### src/rtl/reg_read_stage_pkg.sv
// Shared types and constants for the register-read stage: word/address
// widths, the architectural PC register number and the operand-source
// selection used by each operand mux.
package reg_read_stage_pkg;

   localparam int WORD       = 32;
   localparam int ADDR_WIDTH = 4;
   localparam int PC_REG     = 15;

   typedef logic [WORD-1:0]       word_t;
   typedef logic [ADDR_WIDTH-1:0] addr_t;

   // Where a resolved operand comes from, in priority order.
   typedef enum logic [1:0] {
      SEL_ZERO = 2'd0,
      SEL_PC   = 2'd1,
      SEL_BYP  = 2'd2,
      SEL_RAM  = 2'd3
   } opsel_e;

   // Priority decision for one operand. r15 always reads the PC, so a
   // writeback to r15 is never bypassed.
   function automatic opsel_e f_op_sel(input logic  valid,
                                       input addr_t addr,
                                       input logic  byp_en,
                                       input addr_t byp_addr);
      if (!valid)                          return SEL_ZERO;
      if (addr == addr_t'(PC_REG))         return SEL_PC;
      if (byp_en && (byp_addr == addr))    return SEL_BYP;
      return SEL_RAM;
   endfunction

endpackage

### src/rtl/reg_read_stage_if.sv
// Bundle of decode, register-RAM, writeback, stall/flush and execute
// signals around the register-read stage. The stage uses the slave view;
// the surrounding pipeline (or a testbench) uses the master view.
interface reg_read_stage_if import reg_read_stage_pkg::*; #(
   parameter int CTRL_W = 32
) ();

   logic              dec_valid_i;
   addr_t             dec_addr_1_i;
   addr_t             dec_addr_2_i;
   addr_t             dec_addr_3_i;
   logic [CTRL_W-1:0] dec_ctrl_i;
   word_t             dec_pc_i;

   logic              stall_i;
   logic              flush_i;

   addr_t             ram_addr_1_o;
   addr_t             ram_addr_2_o;
   addr_t             ram_addr_3_o;
   word_t             ram_data_1_i;
   word_t             ram_data_2_i;
   word_t             ram_data_3_i;

   logic              wb_en_i;
   addr_t             wb_addr_i;
   word_t             wb_data_i;

   logic              ex_valid_o;
   word_t             ex_op_1_o;
   word_t             ex_op_2_o;
   word_t             ex_op_3_o;
   addr_t             ex_src_1_o;
   addr_t             ex_src_2_o;
   addr_t             ex_src_3_o;
   logic [CTRL_W-1:0] ex_ctrl_o;

   modport slave (
      input  dec_valid_i, dec_addr_1_i, dec_addr_2_i, dec_addr_3_i,
      input  dec_ctrl_i, dec_pc_i, stall_i, flush_i,
      output ram_addr_1_o, ram_addr_2_o, ram_addr_3_o,
      input  ram_data_1_i, ram_data_2_i, ram_data_3_i,
      input  wb_en_i, wb_addr_i, wb_data_i,
      output ex_valid_o, ex_op_1_o, ex_op_2_o, ex_op_3_o,
      output ex_src_1_o, ex_src_2_o, ex_src_3_o, ex_ctrl_o
   );

   modport master (
      output dec_valid_i, dec_addr_1_i, dec_addr_2_i, dec_addr_3_i,
      output dec_ctrl_i, dec_pc_i, stall_i, flush_i,
      input  ram_addr_1_o, ram_addr_2_o, ram_addr_3_o,
      output ram_data_1_i, ram_data_2_i, ram_data_3_i,
      output wb_en_i, wb_addr_i, wb_data_i,
      input  ex_valid_o, ex_op_1_o, ex_op_2_o, ex_op_3_o,
      input  ex_src_1_o, ex_src_2_o, ex_src_3_o, ex_ctrl_o
   );

endinterface

### src/rtl/reg_read_stage_operand_sel.sv
// Combinational priority mux resolving one source operand from the PC,
// the recorded same-edge writeback, or the register RAM read data.
module operand_sel import reg_read_stage_pkg::*; (
   input  logic  i_valid,
   input  addr_t i_addr,
   input  word_t i_pc_val,
   input  logic  i_byp_en,
   input  addr_t i_byp_addr,
   input  word_t i_byp_data,
   input  word_t i_ram_data,
   output word_t o_op
);

   opsel_e w_sel;

   assign w_sel = f_op_sel(i_valid, i_addr, i_byp_en, i_byp_addr);

   // Pick the operand source chosen by the priority decision.
   always_comb begin
      o_op = '0;
      case (w_sel)
         SEL_ZERO: o_op = '0;
         SEL_PC:   o_op = i_pc_val;
         SEL_BYP:  o_op = i_byp_data;
         SEL_RAM:  o_op = i_ram_data;
         default:  o_op = '0;
      endcase
   end

endmodule

### src/rtl/reg_read_stage.sv
// Decode/register-read stage. Drives the synchronous-read register RAM
// addresses, lines the RAM's one-cycle-late data up with the captured
// control bundle, bypasses a writeback that landed on the same edge as
// the RAM read, substitutes PC+offset for r15, and supports stall
// (hold with re-read) and flush.
module reg_read_stage import reg_read_stage_pkg::*; #(
   parameter int CTRL_W    = 32,
   parameter int PC_OFFSET = 4
) (
   input logic             clk_i,
   input logic             rst_n_i,
   reg_read_stage_if.slave bus
);

   logic              r_valid;
   addr_t             r_addr_1;
   addr_t             r_addr_2;
   addr_t             r_addr_3;
   logic [CTRL_W-1:0] r_ctrl;
   word_t             r_pc;

   logic              r_byp_en;
   addr_t             r_byp_addr;
   word_t             r_byp_data;

   word_t             w_pc_val;

   // While stalled the RAM re-reads the held sources so writes committed
   // during the stall become visible; during reset the addresses are 0.
   assign bus.ram_addr_1_o = !rst_n_i ? '0 : (bus.stall_i ? r_addr_1 : bus.dec_addr_1_i);
   assign bus.ram_addr_2_o = !rst_n_i ? '0 : (bus.stall_i ? r_addr_2 : bus.dec_addr_2_i);
   assign bus.ram_addr_3_o = !rst_n_i ? '0 : (bus.stall_i ? r_addr_3 : bus.dec_addr_3_i);

   // Instruction capture: flush beats stall, stall holds, otherwise load.
   always_ff @(posedge clk_i or negedge rst_n_i) begin
      if (!rst_n_i) begin
         r_valid  <= 1'b0;
         r_addr_1 <= '0;
         r_addr_2 <= '0;
         r_addr_3 <= '0;
         r_ctrl   <= '0;
         r_pc     <= '0;
      end else if (bus.flush_i) begin
         r_valid  <= 1'b0;
      end else if (!bus.stall_i) begin
         r_valid  <= bus.dec_valid_i;
         r_addr_1 <= bus.dec_addr_1_i;
         r_addr_2 <= bus.dec_addr_2_i;
         r_addr_3 <= bus.dec_addr_3_i;
         r_ctrl   <= bus.dec_ctrl_i;
         r_pc     <= bus.dec_pc_i;
      end
   end

   // Record every writeback: the RAM returned the pre-write value for any
   // read sampled on the same edge, so this record overrides it.
   always_ff @(posedge clk_i or negedge rst_n_i) begin
      if (!rst_n_i) begin
         r_byp_en <= 1'b0;
      end else begin
         r_byp_en <= bus.wb_en_i;
      end
   end

   // Writeback address/data only matter when r_byp_en is set.
   always_ff @(posedge clk_i) begin
      r_byp_addr <= bus.wb_addr_i;
      r_byp_data <= bus.wb_data_i;
   end

   assign w_pc_val = r_pc + word_t'(PC_OFFSET);

   operand_sel u_sel_1 (
      .i_valid    (r_valid),
      .i_addr     (r_addr_1),
      .i_pc_val   (w_pc_val),
      .i_byp_en   (r_byp_en),
      .i_byp_addr (r_byp_addr),
      .i_byp_data (r_byp_data),
      .i_ram_data (bus.ram_data_1_i),
      .o_op       (bus.ex_op_1_o)
   );

   operand_sel u_sel_2 (
      .i_valid    (r_valid),
      .i_addr     (r_addr_2),
      .i_pc_val   (w_pc_val),
      .i_byp_en   (r_byp_en),
      .i_byp_addr (r_byp_addr),
      .i_byp_data (r_byp_data),
      .i_ram_data (bus.ram_data_2_i),
      .o_op       (bus.ex_op_2_o)
   );

   operand_sel u_sel_3 (
      .i_valid    (r_valid),
      .i_addr     (r_addr_3),
      .i_pc_val   (w_pc_val),
      .i_byp_en   (r_byp_en),
      .i_byp_addr (r_byp_addr),
      .i_byp_data (r_byp_data),
      .i_ram_data (bus.ram_data_3_i),
      .o_op       (bus.ex_op_3_o)
   );

   assign bus.ex_valid_o = r_valid;
   assign bus.ex_src_1_o = r_addr_1;
   assign bus.ex_src_2_o = r_addr_2;
   assign bus.ex_src_3_o = r_addr_3;
   assign bus.ex_ctrl_o  = r_ctrl;

endmodule

### src/flat_wrapper.sv
// flat-port wrapper written by rule: the top's interface ports become plain ports
module reg_read_stage_flat import reg_read_stage_pkg::*;
#(
   parameter int CTRL_W    = 32,
   parameter int PC_OFFSET = 4
)
  (clk_i, rst_n_i, bus_dec_valid_i, bus_dec_addr_1_i, bus_dec_addr_2_i, bus_dec_addr_3_i, bus_dec_ctrl_i, bus_dec_pc_i, bus_stall_i, bus_flush_i, bus_ram_addr_1_o, bus_ram_addr_2_o, bus_ram_addr_3_o, bus_ram_data_1_i, bus_ram_data_2_i, bus_ram_data_3_i, bus_wb_en_i, bus_wb_addr_i, bus_wb_data_i, bus_ex_valid_o, bus_ex_op_1_o, bus_ex_op_2_o, bus_ex_op_3_o, bus_ex_src_1_o, bus_ex_src_2_o, bus_ex_src_3_o, bus_ex_ctrl_o);
  reg_read_stage_if #(.CTRL_W(CTRL_W)) bus_i ();
  input logic clk_i;
  input logic rst_n_i;
  input wire logic [$bits(bus_i.dec_valid_i)-1:0] bus_dec_valid_i;
  input wire logic [$bits(bus_i.dec_addr_1_i)-1:0] bus_dec_addr_1_i;
  input wire logic [$bits(bus_i.dec_addr_2_i)-1:0] bus_dec_addr_2_i;
  input wire logic [$bits(bus_i.dec_addr_3_i)-1:0] bus_dec_addr_3_i;
  input wire logic [$bits(bus_i.dec_ctrl_i)-1:0] bus_dec_ctrl_i;
  input wire logic [$bits(bus_i.dec_pc_i)-1:0] bus_dec_pc_i;
  input wire logic [$bits(bus_i.stall_i)-1:0] bus_stall_i;
  input wire logic [$bits(bus_i.flush_i)-1:0] bus_flush_i;
  output wire logic [$bits(bus_i.ram_addr_1_o)-1:0] bus_ram_addr_1_o;
  output wire logic [$bits(bus_i.ram_addr_2_o)-1:0] bus_ram_addr_2_o;
  output wire logic [$bits(bus_i.ram_addr_3_o)-1:0] bus_ram_addr_3_o;
  input wire logic [$bits(bus_i.ram_data_1_i)-1:0] bus_ram_data_1_i;
  input wire logic [$bits(bus_i.ram_data_2_i)-1:0] bus_ram_data_2_i;
  input wire logic [$bits(bus_i.ram_data_3_i)-1:0] bus_ram_data_3_i;
  input wire logic [$bits(bus_i.wb_en_i)-1:0] bus_wb_en_i;
  input wire logic [$bits(bus_i.wb_addr_i)-1:0] bus_wb_addr_i;
  input wire logic [$bits(bus_i.wb_data_i)-1:0] bus_wb_data_i;
  output wire logic [$bits(bus_i.ex_valid_o)-1:0] bus_ex_valid_o;
  output wire logic [$bits(bus_i.ex_op_1_o)-1:0] bus_ex_op_1_o;
  output wire logic [$bits(bus_i.ex_op_2_o)-1:0] bus_ex_op_2_o;
  output wire logic [$bits(bus_i.ex_op_3_o)-1:0] bus_ex_op_3_o;
  output wire logic [$bits(bus_i.ex_src_1_o)-1:0] bus_ex_src_1_o;
  output wire logic [$bits(bus_i.ex_src_2_o)-1:0] bus_ex_src_2_o;
  output wire logic [$bits(bus_i.ex_src_3_o)-1:0] bus_ex_src_3_o;
  output wire logic [$bits(bus_i.ex_ctrl_o)-1:0] bus_ex_ctrl_o;
  assign bus_i.dec_valid_i = bus_dec_valid_i;
  assign bus_i.dec_addr_1_i = bus_dec_addr_1_i;
  assign bus_i.dec_addr_2_i = bus_dec_addr_2_i;
  assign bus_i.dec_addr_3_i = bus_dec_addr_3_i;
  assign bus_i.dec_ctrl_i = bus_dec_ctrl_i;
  assign bus_i.dec_pc_i = bus_dec_pc_i;
  assign bus_i.stall_i = bus_stall_i;
  assign bus_i.flush_i = bus_flush_i;
  assign bus_ram_addr_1_o = bus_i.ram_addr_1_o;
  assign bus_ram_addr_2_o = bus_i.ram_addr_2_o;
  assign bus_ram_addr_3_o = bus_i.ram_addr_3_o;
  assign bus_i.ram_data_1_i = bus_ram_data_1_i;
  assign bus_i.ram_data_2_i = bus_ram_data_2_i;
  assign bus_i.ram_data_3_i = bus_ram_data_3_i;
  assign bus_i.wb_en_i = bus_wb_en_i;
  assign bus_i.wb_addr_i = bus_wb_addr_i;
  assign bus_i.wb_data_i = bus_wb_data_i;
  assign bus_ex_valid_o = bus_i.ex_valid_o;
  assign bus_ex_op_1_o = bus_i.ex_op_1_o;
  assign bus_ex_op_2_o = bus_i.ex_op_2_o;
  assign bus_ex_op_3_o = bus_i.ex_op_3_o;
  assign bus_ex_src_1_o = bus_i.ex_src_1_o;
  assign bus_ex_src_2_o = bus_i.ex_src_2_o;
  assign bus_ex_src_3_o = bus_i.ex_src_3_o;
  assign bus_ex_ctrl_o = bus_i.ex_ctrl_o;
  reg_read_stage #(.CTRL_W(CTRL_W), .PC_OFFSET(PC_OFFSET)) u_core (.clk_i(clk_i), .rst_n_i(rst_n_i), .bus(bus_i));
endmodule
### config.mk
export PLATFORM = sky130hd
export DESIGN_NAME = reg_read_stage_flat
export DESIGN_NICKNAME = d
export VERILOG_FILES = /design/src/rtl/reg_read_stage_pkg.sv /design/src/rtl/reg_read_stage_if.sv /design/src/rtl/reg_read_stage_operand_sel.sv /design/src/rtl/reg_read_stage.sv /design/src/flat_wrapper.sv
export SDC_FILE = /design/constraint.sdc
export NUM_CORES = 1
export LEC_CHECK = 0
export ABC_AREA = 1
export CORE_MARGIN = 3
export CORE_UTILIZATION = 38
export CTS_CLUSTER_DIAMETER = 200
export DETAILED_ROUTE_END_ITERATION = 10
export PLACE_DENSITY_LB_ADDON = 0.05
export SETUP_SLACK_MARGIN = 0.05
export SLEW_MARGIN = 20
export SYNTH_ARGS = -nofsm -noshare
export SYNTH_HDL_FRONTEND = slang
export SYNTH_SLANG_ARGS = --single-unit
### constraint.sdc
create_clock -name clk_i -period 2.22 [get_ports clk_i]
set_input_delay 0.555 -clock clk_i [delete_from_list [all_inputs] [get_ports clk_i]]
set_output_delay 0.555 -clock clk_i [all_outputs]
set_load 0.01 [all_outputs]
Figure 1. Gate families picked out.
Bar = 50 um.
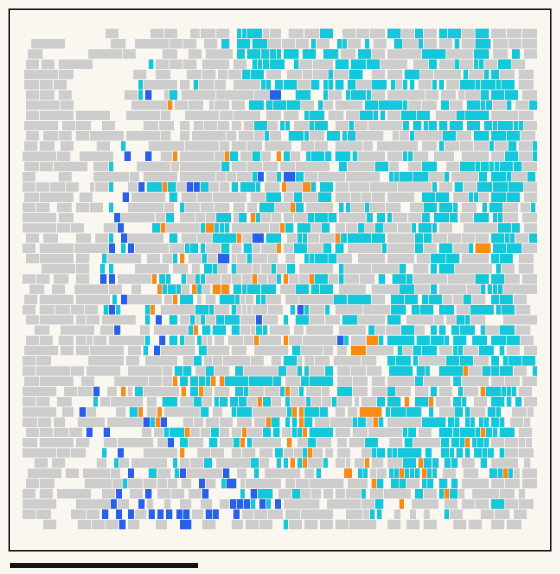
[inverting AOI/OAI gates] blue | cells: 65
[NAND gates] cyan | cells: 616
[inverters] orange | cells: 73
highest-count logic cell in the final layout: nand2_1
Comb/total area: 36.6%
fin cells: 1,849

Figure 2. Sequential cells colored by netlist name.
Other sequential cells in the stronger gray, the rest of the logic in the fainter gray.
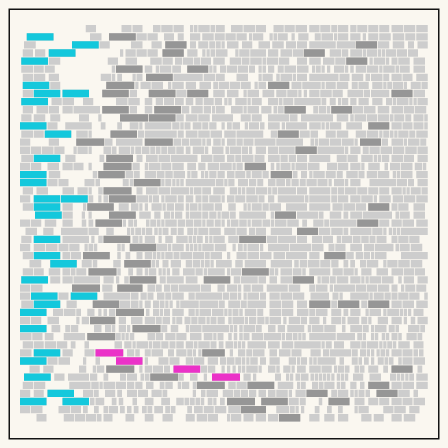
[u_core.bus.ex_ctrl_o] cyan | flops: 32 | where: a column on the left
[u_core.bus.ex_src_1_o] magenta | flops: 4
not colored: 78
fin util: 85.0%
fraction of area in registers: 17.4%

Figure 3. Pin map.
Pins as bars across the die edge, other pins in gray.
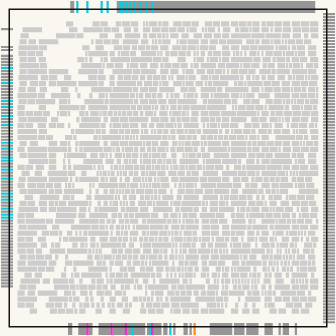
[bus_dec_pc_i] cyan | pins: 32 | direction: input | edge: 17 west, 12 north, 3 south
[bus_wb_en_i] orange | pins: 1 | direction: input | edge: south
[bus_ram_addr_1_o] magenta | pins: 4 | direction: output | edge: south
all pins by edge: 104 north, 104 east, 81 west, 78 south
die height: 144 um
Port Buf Inserts: 366

==> reports/metrics.cfg <==
[final_layout]
final_nets=1819
lay_top_cells=nand2_1 (256), clkdlybuf4s50_1 (254), buf_4 (142), nand2_2 (126), buf_6 (126)
syn_to_final_growth_pct=116
nNonClkBuffers=589

[flow_run]
max-cap-violations=0

[final_timing]
layout_setup_ws_ns=-0.575
finalMaxSlewViolations=0
rsz0062_at_grt=true
whs_ns=0.208
period_used_pct=126
worstMarginPinSlew_ns=0.701
finalSetupViolations=96

[yosys]
ys_warn_count=0
yosys.cell_types.count=29
synth-edff-count=0
mux_area_share_pct=6.41
xor_share_pct=1.22
adder_share_pct=0.174
compound_area_share_pct=4.55
logic_family=simple AND/OR/NAND/NOR gates
avgSynthCellArea_um2=6.96
fp_nets=1249

[place]
place_congestion=0.940
dp.cells=1741
place_area_um2=12200

[global_routing]
grt_pass1_wl_um=51500
grt_pass1_vias=9261

[run_status]
status=complete, but fails checks
violations=negative setup slack

[power]
switching_power_mw=2.79
cellInternalPower_mw=5.54
vdd_drop_max_uv=645
total_power_mw=8.33
seq-power_mw=2.58
clockPowerShare_pct=33.0
pg_clk_mw=2.75

[route]
routed.top_layer=met4
viasPerCell=5.63

[worst_setup_path]
path_depth=9
worstPathRequired_ns=1.66
crit_chain=ha_4 > nand2_1 > nor2_1 > nand2_1 > nor2_4 > nand3_2 > nand3_1 > nand3_2 > buf_6
startpoint_type=flop
endpoint=bus_ex_op_1_o[20]
worstRegToRegCells=5
worstSetupEndpointType=output pin
critPathMaxStageDelay_ns=0.43

[clock_network]
clockBufferDepth=2
cts_resized=692
cts.hold.buffers_added=1
clk_pin_slew_ns=0.06

Figure 4. Clock wiring as the flow saved it.
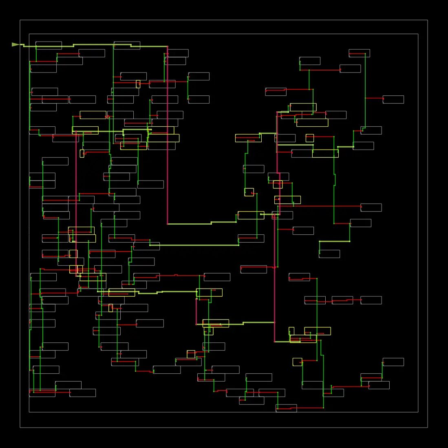
Worst-Skew Late Latency: 0.42 ns
seq_cells: 114

Figure 5. Signal wires by layer.
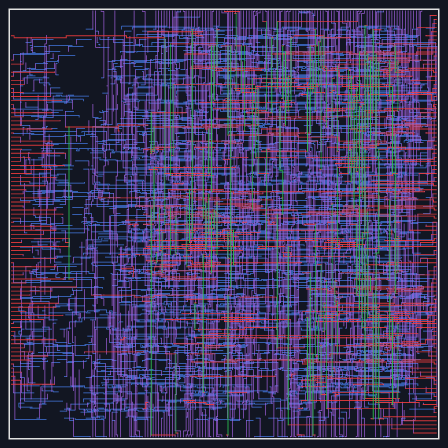
[metal 3] red | wire length: 4,890 um
[metal 2] purple | wire length: 19,700 um
[metal 4] green | wire length: 2,950 um
[metal 1] blue | wire length: 14,200 um
aggregate global-route resource usage: 32.5%
drt total wl: 41,800 um
total number of vias: 10,400
routed len/inst: 22.6 um

